--- src/rtl/input_conditioner.sv ---
// -----------------------------------------------------------------------------
// input_conditioner
//
// Multi-channel conditioner for asynchronous board inputs such as push-buttons,
// switches and external strobes. Each channel has three parts in series:
//   1. a STAGES-deep flip-flop synchroniser,
//   2. a debounce counter that accepts a new level only after it has held
//      for DB_CYCLES consecutive clocks,
//   3. a registered edge detector that gives one-cycle rise/fall pulses.
// Channels share no state.
//
// Parameters
//   WIDTH      number of independent channels (>= 1)
//   STAGES     synchroniser flip-flops per channel (>= 2)
//   DB_CYCLES  consecutive cycles a new level must persist (>= 1)
//
// Ports
//   clk         system clock, rising edge
//   rst         asynchronous, active-high reset
//   sig_in      raw asynchronous inputs, one bit per channel
//   sig_sync    last synchroniser stage (not debounced)
//   sig_stable  debounced level per channel
//   rise        one-cycle pulse when sig_stable goes 0->1
//   fall        one-cycle pulse when sig_stable goes 1->0
//
// Every output is a flop output, so there is no combinational path from
// sig_in to any output.
// -----------------------------------------------------------------------------
module input_conditioner #(
  parameter int WIDTH     = 4,
  parameter int STAGES    = 2,
  parameter int DB_CYCLES = 16
) (
  input  logic             clk,
  input  logic             rst,
  input  logic [WIDTH-1:0] sig_in,
  output logic [WIDTH-1:0] sig_sync,
  output logic [WIDTH-1:0] sig_stable,
  output logic [WIDTH-1:0] rise,
  output logic [WIDTH-1:0] fall
);

  localparam int CW = $clog2(DB_CYCLES + 1);
  // Counter value at which the next disagreeing edge accepts the new level.
  localparam logic [CW-1:0] CNT_LAST = CW'(DB_CYCLES - 1);

  for (genvar i = 0; i < WIDTH; i++) begin : g_chan
    logic [STAGES-1:0] chain;
    logic [CW-1:0]     cnt;
    logic              stable;
    logic              rise_q;
    logic              fall_q;
    logic              sync;

    // chain[0] samples the pin. The oldest stage is the synchronised level.
    assign sync = chain[STAGES-1];

    always_ff @(posedge clk or posedge rst) begin
      if (rst) begin
        chain  <= '0;
        cnt    <= '0;
        stable <= 1'b0;
        rise_q <= 1'b0;
        fall_q <= 1'b0;
      end else begin
        chain  <= {chain[STAGES-2:0], sig_in[i]};
        rise_q <= 1'b0;
        fall_q <= 1'b0;
        if (sync == stable) begin
          // Agreement at any point clears a partial count (glitch rejection).
          cnt <= '0;
        end else if (cnt == CNT_LAST) begin
          // New level has held long enough: accept it and pulse the edge.
          stable <= sync;
          cnt    <= '0;
          rise_q <= sync;
          fall_q <= ~sync;
        end else begin
          cnt <= cnt + 1'b1;
        end
      end
    end

    assign sig_sync[i]   = sync;
    assign sig_stable[i] = stable;
    assign rise[i]       = rise_q;
    assign fall[i]       = fall_q;
  end

endmodule

--- config.mk ---
export PLATFORM = sky130hd
export DESIGN_NAME = input_conditioner
export DESIGN_NICKNAME = d
export VERILOG_FILES = /design/src/rtl/input_conditioner.sv
export SDC_FILE = /design/constraint.sdc
export NUM_CORES = 1
export LEC_CHECK = 0
export CAP_MARGIN = 10
export CORE_MARGIN = 4
export CORE_UTILIZATION = 56
export CTS_BUF_LIST = sky130_fd_sc_hd__clkbuf_2
export CTS_CLUSTER_DIAMETER = 150
export DETAILED_ROUTE_END_ITERATION = 8
export GPL_TIMING_DRIVEN = 0
export PLACE_DENSITY = 0.8
export REMOVE_ABC_BUFFERS = 1
export SYNTH_ARGS = -nofsm -noshare
export SYNTH_HDL_FRONTEND = slang
export SYNTH_SLANG_ARGS = --single-unit
--- constraint.sdc ---
create_clock -name clk -period 1.4 [get_ports clk]
set_input_delay 0.14 -clock clk [delete_from_list [all_inputs] [get_ports clk]]
set_output_delay 0.14 -clock clk [all_outputs]
set_load 0.05 [all_outputs]
==> results_dict.tcl, run 1 <==
# metrics dict for downstream scripts
set metrics [dict create \
    status "finished, final reports clean" \
    finalCritPeriodShare_pct 90.7 \
    area_leaders "dfrtp_1 (61%), buf_4 (7.3%), xor2_1 (6.4%), nand4b_4 (4.3%), mux2_4 (3.7%)" \
    switchingPower_mw 0.450 \
    flop_cell "dfrtp_1" \
    antenna_found_initial 0 \
    cts.clk_slew.worst_paths_ps 190 \
    p_comb_mw 0.124 \
    fp-row-count 19 \
    track_usage_pct 14.7 \
    sequentialPowerShare_pct 67.9 \
    power.internal_mw 1.36 \
    area_growth_pct 5.86 \
    grt_max_degree 41 \
    numClockSinks 40 \
    met3_length_um 88 \
    seq-power_mw 1.23 \
    ys_cells 121 \
    tool_warnings 25 \
    lay_top_cells "dfrtp_1 (40), xor2_1 (12), clkbuf_2 (12)" \
    hold_viol 0 \
    cts_tree "built" \
    share_comb_of_total_power_pct 6.9 \
    whs_ps 173 \
    firstDrtPassIters 5 \
    yosysMostFrequentCell "dfrtp_1" \
    grt_use_met1_pct 18.0 \
    cp_data_required_time_ps 1660 \
    top_layer_used "met4" \
    avgSynthCellArea_um2 13.6 \
    min_to "g_chan[2].chain[0]" \
    cts_setup_buffers 0 \
    final_layout_size_suffix_gt1_share_pct 24.8 \
    yosys.area.top_type "dfrtp_1" \
    ys.flops 40 \
    met2_length_mm 1.20 \
    place.gp.congestion 0.727 \
    fin_setup_tns_ps 0 \
    holdBufCountCts 0 \
    slew_violations 0 \
    crit_type "reg -> reg" \
    grtUsageMet2_pct 23.7 \
    fin_crit_ps 1270 \
    p_total_mw 1.81 \
    cp_top_family "flip-flops" \
    rsz0062_at_grt "no" \
    switching_share_pct 24.8 \
    die_width_um 62.2 \
    crit_arrival_ps 1530 \
    via_per_inst 5.29 \
    max_freq_ghz 0.787 \
    wl_per_cell_um 14.0 \
    top_cells_by_count "dfrtp_1 (40), buf_4 (16), xor2_1 (12)" \
    async_flop_share_pct 100 \
    slowest_delay_ps 420 \
    antenna_left 0 \
    port_buffers 21 \
    yosysChipArea_mm2 0.00164 \
    pin_count 22 \
    postSynthCellCount 121 \
    fin_nets 143 \
    drc_errors 0 \
    peakVddDrop_v 0.000823 \
    synth_area_mm2 0.00164 \
    edf_count 0 \
    hold_class "in -> reg" \
    grt-ovfl-total 0 \
    grt_pass1_wl_mm 4.49 \
    grt_pass1_vias 963 \
    top_usage_layer "met2" \
    clockBufferDepth 2 \
    cts_root_buffer "clkbuf_2" \
    die_area_mm2 0.00386 \
    layout_top_cell "dfrtp_1" \
    relSlewSlack_pct 47.2 \
    core-area_mm2 0.00278 \
    ctsHtreeMaxLevel 2 \
    fp_util_pct 59.1 \
    ys.warnings.count 0 \
]
[run 1: what timing repair did]
| item | in CTS | in global routing |
|---|---|---|
| pin swaps | 0 | 0 |
| endpoints found under the hold margin | 0 | 0 |
| resized | 43 | 21 |
| endpoints found under the setup margin | 16 | 14 |
[run 1: sequential cells by signal (all words and copies together), names as in the netlist]
signal,flops
g_chan.stable,4
g_chan.rise_q,4
g_chan.cnt,20
g_chan.chain,8
g_chan.fall_q,4
[run 1: area by class of cell]
type / count / area, µm²
flip-flops and latches: 40 / 1000
well taps: 31 / 38.8
repair buffers: 21 / 143
inverters: 1 / 3.75
clock buffers: 6 / 30.0
fillers: 234 / 1040
clock inverters: 1 / 5.00
multi-input cells: 64 / 518
[run 1: logic make-up (layout without fill, tap and decap cells)]
logic type,count (synthesis),after routing,share of synthesized area [%]
compound gates,4,4,1.52
xor+xnor,12,12,6.40
flops,40,40,60.9
buf+inv,17,29,7.54
simple gates,40,40,16.9
mux,4,4,3.66
fa+ha+maj,4,4,3.05
[run 1: worst max-delay path by stage]
stage                                start            endpoint  slack [ps]  cells after the start
final                     g_chan[3].cnt[0]    g_chan[3].stable         130                      3
after global placement                 rst  g_chan[1].chain[0]        -390                      2
after global routing      g_chan[2].stable       sig_stable[2]          30                      1
after CTS                 g_chan[3].fall_q             fall[3]           1                      1
after detailed placement  g_chan[1].stable       sig_stable[1]          -9                      1
after floorplan           g_chan[3].stable    g_chan[3].cnt[1]         210                      2
[run 1: per-stage QoR]
stage | worst slack [ps] | cell area, µm² | std cells | util, %
detailed placement | -9.08 | 1770 | 157 | 63.7
global placement | -386 | 1770 | 157 | 63.7
finish | 130 | 1740 | 164 | 62.5
CTS | 1.37 | 1820 | 164 | 65.4
global route | 25.5 | 1740 | 164 | 62.5
floorplan | 208 | 1520 | 105 | -
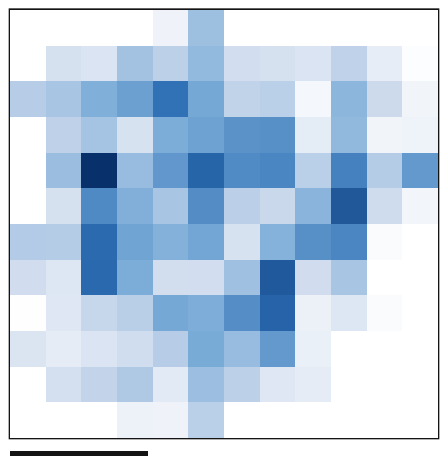
run_1/wire_density.png
The bar under the picture is 20 µm long. The die is cut into 12 by 12 equal tiles; white is low, dark blue is high, scaled to the fullest tile. Values are wire area over tile area, all layers added.
The emptiest ninth of the die: lower right. The mean over all tiles is 0.093. The fullest tile reaches 0.35. 19% of the tiles are over half the peak. 25% of the tiles are nearly empty. The densest ninth of the die: centre.
WL final: 2.30 mm
via count: 867

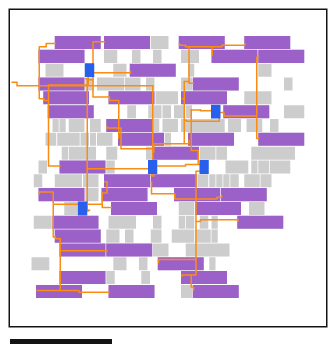
run_1/clock_map.png
The bar under the picture is 20 µm long.
Key: clock wires = orange [length 419 µm]; cells driving clock nets = blue [count 5]; flip-flops = purple [count 40]
There are 6 routed clock nets.
clock skew: 21.1 ps
Worst-Skew Late Latency: 370 ps
clk pwr: 0.456 mW
Clock power frac: 25.2%

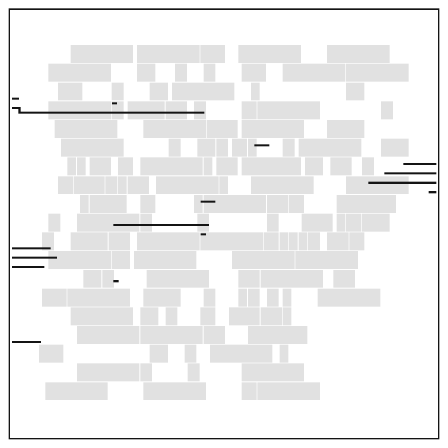
run_1/met3.png
12 nets have wire on it. The wires run mostly horizontal. The layer carries 88.8 µm of wire.
met3 Track Usage GR: 4.50%

==> run 1 -> run 2 <==
--- a/config.mk
+++ b/config.mk
@@ -7,12 +7,12 @@
 export LEC_CHECK = 0
 export CAP_MARGIN = 10
 export CORE_MARGIN = 4
-export CORE_UTILIZATION = 56
+export CORE_UTILIZATION = 60
 export CTS_BUF_LIST = sky130_fd_sc_hd__clkbuf_2
 export CTS_CLUSTER_DIAMETER = 150
 export DETAILED_ROUTE_END_ITERATION = 8
 export GPL_TIMING_DRIVEN = 0
-export PLACE_DENSITY = 0.8
+export PLACE_DENSITY = 0.85
 export REMOVE_ABC_BUFFERS = 1
 export SYNTH_ARGS = -nofsm -noshare
 export SYNTH_HDL_FRONTEND = slang
==> constraint.sdc (replaced) <==
create_clock -name clk -period 1.5 [get_ports clk]
set_input_delay 0.15 -clock clk [delete_from_list [all_inputs] [get_ports clk]]
set_output_delay 0.15 -clock clk [all_outputs]
set_load 0.05 [all_outputs]
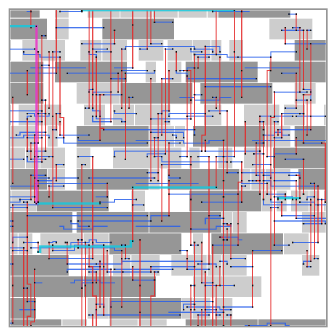
run_2/zoom.png
Window x 10 to 50, y 10 to 50 µm. Cells in grey, sequential cells in the stronger grey; small squares are vias.
Key: met1 = blue; met4 = magenta; met2 = red; met3 = cyan
Netlist names of flops here include g_chan.cnt (14), g_chan.fall_q (4), g_chan.chain (3). Sequential cells in the window: 24. Most frequent: dfrtp_1 (24), xor2_1 (11), nand2_1 (7). 88 logic cells have their middle in the window.

==> results_dict.tcl, run 2 <==
# metrics dict for downstream scripts
set metrics [dict create \
    numClockSinks 40 \
    crit_arrival_ps 1250 \
    whs_ps 185 \
    antenna_found_initial 0 \
    crit_type "reg -> out" \
    grt_use_met1_pct 19.2 \
    relSlewSlack_pct 47.7 \
    fin_area_mm2 0.00180 \
    die_width_um 60.3 \
    peakVddDrop_v 0.000786 \
    cp_top_family "buffers and inverters" \
    grt_max_degree 41 \
    grt-ovfl-total 0 \
    top_cells_by_count "dfrtp_1 (40), buf_4 (16), xor2_1 (12)" \
    grt_pass1_wl_mm 4.28 \
    ys.flops 40 \
    fillers 191 \
    cts_buffers 5 \
    met3_length_um 112 \
    die_area_mm2 0.00364 \
    ys.warnings.count 0 \
    fin_nets 143 \
    lay_top_cells "dfrtp_1 (40), xor2_1 (12), nand2_1 (8), nor2_1 (8), nor3b_1 (8)" \
    cts.clk_slew.worst_paths_ps 180 \
    placed_cell_area_mm2 0.00177 \
    cts_root_buffer "clkbuf_2" \
    fp_util_pct 64.6 \
    grt_pass1_vias 939 \
    wirelength_mm 2.37 \
    met3_usage_pct 6.48 \
    wl_per_cell_um 14.6 \
    clkLatencyLatePin_ps 370 \
    place_ws_ps 92.5 \
    area_leaders "dfrtp_1 (61%), buf_4 (7.3%), xor2_1 (6.4%), nand4b_4 (4.3%), mux2_4 (3.7%)" \
    postSynthCellCount 121 \
    core-area_mm2 0.00254 \
    top_usage_layer "met2" \
    place_inst 156 \
    hold_viol 0 \
    fp-row-count 18 \
    regMostFlops "g_chan.cnt" \
    met2_length_mm 1.27 \
    ctsHtreeMaxLevel 2 \
    crit_end "rise[0]" \
    timing.final.ws_setup_ps 99.1 \
    clockBufferDepth 2 \
    flop_cell "dfrtp_1" \
    place_hpwl_mm 1.69 \
    antenna_left 0 \
    edf_count 0 \
    reg.largest.list "g_chan.cnt: 20 flops, g_chan.chain: 8 flops" \
    fin_setup_tns_ps 0 \
    hold_class "in -> reg" \
    synth_area_mm2 0.00164 \
    status "finished, final reports clean" \
    firstDrtPassIters 4 \
    area_growth_pct 9.44 \
    drc_errors 0 \
    final_layout_size_suffix_gt1_share_pct 18.8 \
    port_buffers 21 \
    place.gp.congestion 0.753 \
    track_usage_pct 16.6 \
    cp_data_required_time_ps 1350 \
    p_total_mw 1.70 \
    max_freq_ghz 0.714 \
    final_util_pct 70.6 \
    r2r_setup_slack_ps 230 \
    seqCellArea_mm2 0.00100 \
    fin_crit_ps 1400 \
    rsz0062_at_grt "no" \
    ys_cells 121 \
    largest_register_ffs 20 \
    crit_path_start "g_chan[0].rise_q" \
    pin_count 22 \
    grtUsageMet2_pct 27.0 \
    vias 869 \
    cts_tree "built" \
    cp.depth 1 \
    tool_warnings 25 \
    slew_violations 0 \
    slowest_delay_ps 530 \
    stdcell_count 163 \
    layout_top_cell "dfrtp_1" \
    via_per_inst 5.33 \
    clock_skew_ps 29.7 \
    logic_area_um2 518 \
    async_flop_share_pct 100 \
    yosysUniqueCellTypes 16 \
    yosysChipArea_mm2 0.00164 \
    yosys.area.top_type "dfrtp_1" \
    yosysMostFrequentCell "dfrtp_1" \
    finalCritPeriodShare_pct 93.4 \
    avgSynthCellArea_um2 13.6 \
    top_layer_used "met4" \
]
## run 2: netlist changes by cell type in the layout (fill, tap and decap cells not counted), sizes merged
cell	previous run	this run
buf	8	2
clkbuf	12	6
clkdlybuf4s15	2	10
dlygate4sd2	0	4
## run 2: how the worst min path moves through the flow
stage	start	end	slack, ps	depth (start not counted)
2_1_floorplan	sig_in[0]	g_chan[0].chain[0]	180	0
3_3_place_gp	g_chan[0].chain[0]	g_chan[0].chain[1]	330	0
5_1_grt	sig_in[0]	g_chan[0].chain[0]	130	1
4_1_cts	sig_in[2]	g_chan[2].chain[0]	160	1
3_5_place_dp	g_chan[1].chain[0]	g_chan[1].chain[1]	340	0
6_report	sig_in[2]	g_chan[2].chain[0]	190	1
## run 2: report_power, final
group,internal [mW],switching (mW)
combinational,0.0469,0.0714
sequential,1.12,0.0340
clock,0.111,0.316
total,1.27,0.422
## run 2: area by class of cell
class | instances | share of cell area, %
clock buffer | 6 | 1.67
inverter | 1 | 0.209
clock inverter | 1 | 0.278
timing repair buffer | 21 | 11.3
tap | 30 | 2.09
sequential | 40 | 55.7
multi-input combinational | 64 | 28.8
## run 2: timing repair
action	CTS	global route
hold buffers	0	0
buffers inserted	0	0
endpoints found under the setup margin	16	6
gates resized	32	8
pin swaps	0	0
## run 2: logic make-up (layout without fill, tap and decap cells)
| family | count (synthesis) | in the layout | share of synthesized area, % |
|---|---|---|---|
| compound gates | 4 | 4 | 1.52 |
| xor+xnor | 12 | 12 | 6.40 |
| fa+ha+maj | 4 | 4 | 3.05 |
| buf+inv | 17 | 29 | 7.54 |
| flops | 40 | 40 | 60.9 |
| mux | 4 | 4 | 3.66 |
| simple gates | 40 | 40 | 16.9 |
==> run 2 -> run 3 <==
--- a/config.mk
+++ b/config.mk
@@ -6,7 +6,7 @@
 export NUM_CORES = 1
 export LEC_CHECK = 0
 export CAP_MARGIN = 10
-export CORE_MARGIN = 4
+export CORE_MARGIN = 8
 export CORE_UTILIZATION = 60
 export CTS_BUF_LIST = sky130_fd_sc_hd__clkbuf_2
 export CTS_CLUSTER_DIAMETER = 150
@@ -14,6 +14,7 @@
 export GPL_TIMING_DRIVEN = 0
 export PLACE_DENSITY = 0.85
 export REMOVE_ABC_BUFFERS = 1
+export SKIP_LAST_GASP = 1
 export SYNTH_ARGS = -nofsm -noshare
 export SYNTH_HDL_FRONTEND = slang
 export SYNTH_SLANG_ARGS = --single-unit
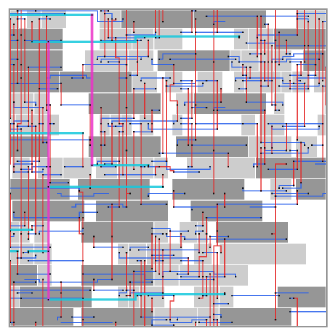
run_3/zoom.png
Window x 14 to 54, y 14 to 54 µm. Cells in grey, sequential cells in the stronger grey; small squares are vias.
Key: met1 = blue; met4 = magenta; met3 = cyan; met2 = red
Netlist names of flops here include g_chan.cnt (17), g_chan.chain (4), g_chan.rise_q (3). 95 logic cells have their middle in the window. Most frequent: dfrtp_1 (28), xor2_1 (10), nand2_1 (8). Sequential cells in the window: 28.

==> results_dict.tcl, run 3 <==
# metrics dict for downstream scripts
set metrics [dict create \
    placed_cell_area_mm2 0.00180 \
    fin_nets 144 \
    cts_resized 30 \
    place_ws_ps 113 \
    fin_area_mm2 0.00184 \
    cp_data_required_time_ps 1350 \
    tightest_slew_ps 666 \
    firstDrtPassIters 4 \
    drc_errors 0 \
    ys.flops 40 \
    finalSetupViolCount 0 \
    status "finished, final reports clean" \
    met3_length_um 203 \
    yosysUniqueCellTypes 16 \
    lay_top_cells "dfrtp_1 (40), xor2_1 (12), clkbuf_2 (9)" \
    p_leak_nw 1.06 \
    antenna_left 0 \
    reg.largest.list "g_chan.cnt: 20 flops, g_chan.chain: 8 flops" \
    grt-ovfl-total 0 \
    ys_cells 121 \
    flop_cell "dfrtp_1" \
    numClockSinks 40 \
    pin_count 22 \
    place_hpwl_mm 1.79 \
    grt_pass1_vias 967 \
    cts.clk_slew.worst_paths_ps 180 \
    edf_count 0 \
    cellPowerDensity_mw_per_mm2 1030 \
    hold_class "in -> async" \
    layout_top_cell "dfrtp_1" \
    p_total_mw 1.91 \
    yosys.area.top_type "dfrtp_1" \
    avgSynthCellArea_um2 13.6 \
    tool_warnings 26 \
    synth_area_mm2 0.00164 \
    antenna_found_initial 0 \
    end_kind "output port" \
    holdBufCountCts 0 \
    path_buffers 1 \
    drt-met1-wl_mm 1.05 \
    top_cells_by_count "dfrtp_1 (40), buf_4 (16), xor2_1 (12)" \
    track_usage_pct 12.6 \
    met2_length_mm 1.14 \
    crit_path_start_kind "flop" \
    crit_type "reg -> out" \
    die_area_mm2 0.00467 \
    crit_slowest_cell "dlygate4sd2_1" \
    relSlewSlack_pct 55.5 \
    ys.warnings.count 0 \
    fp-row-count 19 \
    yosysChipArea_mm2 0.00164 \
    postSynthCellCount 121 \
    finalCritPeriodShare_pct 94.9 \
    cts_root_buffer "clkbuf_2" \
    worstPathCellList "dlygate4sd2_1" \
    maxCapViolCount 0 \
    async_flop_share_pct 100 \
    clkLatencyLatePin_ps 400 \
    slowest_delay_ps 520 \
    crit_arrival_ps 1270 \
    grt_pass1_wl_mm 4.20 \
    wirelength_mm 2.45 \
    largest_register_ffs 20 \
    cts_tree "built" \
    via_per_inst 5.18 \
    place_inst 158 \
    die_width_um 68.3 \
    slew_violations 0 \
    area_growth_pct 12.2 \
    cts_buffers 5 \
    port_buffers 21 \
    stdcell_count 166 \
    place.gp.congestion 0.773 \
    drt_iter0_drc 32 \
    fin_crit_ps 1420 \
    grt_max_degree 26 \
    die_h_um 68.3 \
    max_freq_ghz 0.702 \
    rsz0062_at_grt "no" \
    synth_seq_share_pct 60.9 \
    final_layout_size_suffix_gt1_share_pct 20.7 \
    diodes 0 \
    timing.final.ws_setup_ps 76.2 \
    area_leaders "dfrtp_1 (61%), buf_4 (7.3%), xor2_1 (6.4%), nand4b_4 (4.3%), mux2_4 (3.7%)" \
    clockBufferDepth 2 \
    whs_ps 132 \
    synth_top_area_share_pct 60.9 \
    regMostFlops "g_chan.cnt" \
    cp_top_family "buffers and inverters" \
    final_util_pct 68.6 \
    fp_util_pct 61.2 \
    yosysMostFrequentCell "dfrtp_1" \
    top_layer_used "met4" \
    core-area_mm2 0.00269 \
    cts_setup_buffers 0 \
    hold_viol 0 \
    fin_setup_tns_ps 0 \
    wl_per_cell_um 14.7 \
    path_max_fanout 1 \
    ctsHtreeMaxLevel 2 \
    peakVddDrop_v 0.000923 \
    clock_skew_ps 14.8 \
    vias 860 \
]
[run 3: cell types whose count changed in the layout (fill, tap and decap cells not counted)]
cell / before / now
clkdlybuf4s15_2: 6 / 5
dlygate4sd2_1: 4 / 2
bufinv_16: 0 / 1
clkbuf_2: 6 / 9
inv_1: 0 / 1
inv_2: 1 / 0
buf_16: 0 / 1
[run 3: worst paths after layout]
kind / from / to / slack, ps / depth (start not counted)
setup / recovery: g_chan[2].rise_q / rise[2] / 80 / 1
hold / removal: rst / g_chan[2].chain[1] / 130 / 2
setup reg to reg: g_chan[0].cnt[0] / g_chan[0].stable / 250 / 3
hold reg to reg: g_chan[1].chain[0] / g_chan[1].chain[1] / 370 / 0
max in group asynchronous: rst / g_chan[1].stable / 830 / 3
min in group clk: sig_in[3] / g_chan[3].chain[0] / 150 / 1
[run 3: cell type report]
class / instances / area [µm²]
flip-flops and latches: 40 / 1000
clock buffers: 6 / 30.0
fillers: 205 / 843
well taps: 31 / 38.8
inverters: 1 / 3.75
multi-input cells: 64 / 518
repair buffers: 22 / 216
clock inverters: 2 / 35.0
[run 3: routing by layer]
metal,vias to the layer above,track usage [%]
li1,418,-
met1,416,13.7
met2,20,19.3
met3,6,7.53
met4,0,6.14
met5,-,0
[run 3: power by group]
part / switching, mW / total (mW) / leakage (nW) / internal (mW)
registers: 0.0331 / 1.15 / 0.530 / 1.12
logic: 0.0734 / 0.126 / 0.488 / 0.0530
clock network: 0.343 / 0.630 / 0.0430 / 0.287
[run 3: cells by family after synthesis]
family          after synthesis  share of synthesized area (%)
flops                        40                           60.9
mux                           4                           3.66
buf+inv                      17                           7.54
xor+xnor                     12                           6.40
simple gates                 40                           16.9
compound gates                4                           1.52
fa+ha+maj                     4                           3.05

## Gallery

Clock routing.
panel A
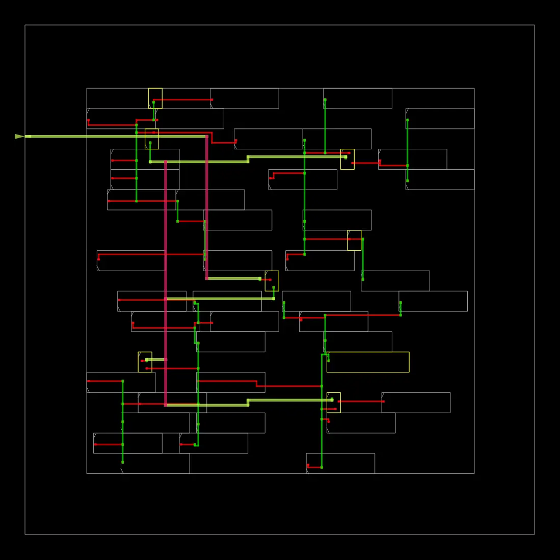
panel B
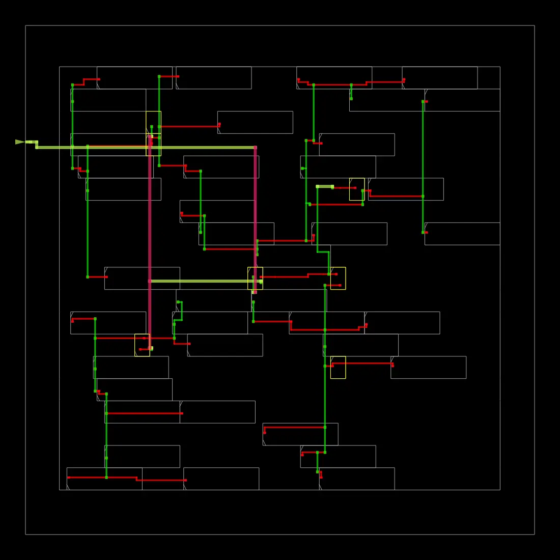
- run 1 = panel B
- run 3 = panel A

Power and IR drop assume default switching activity.
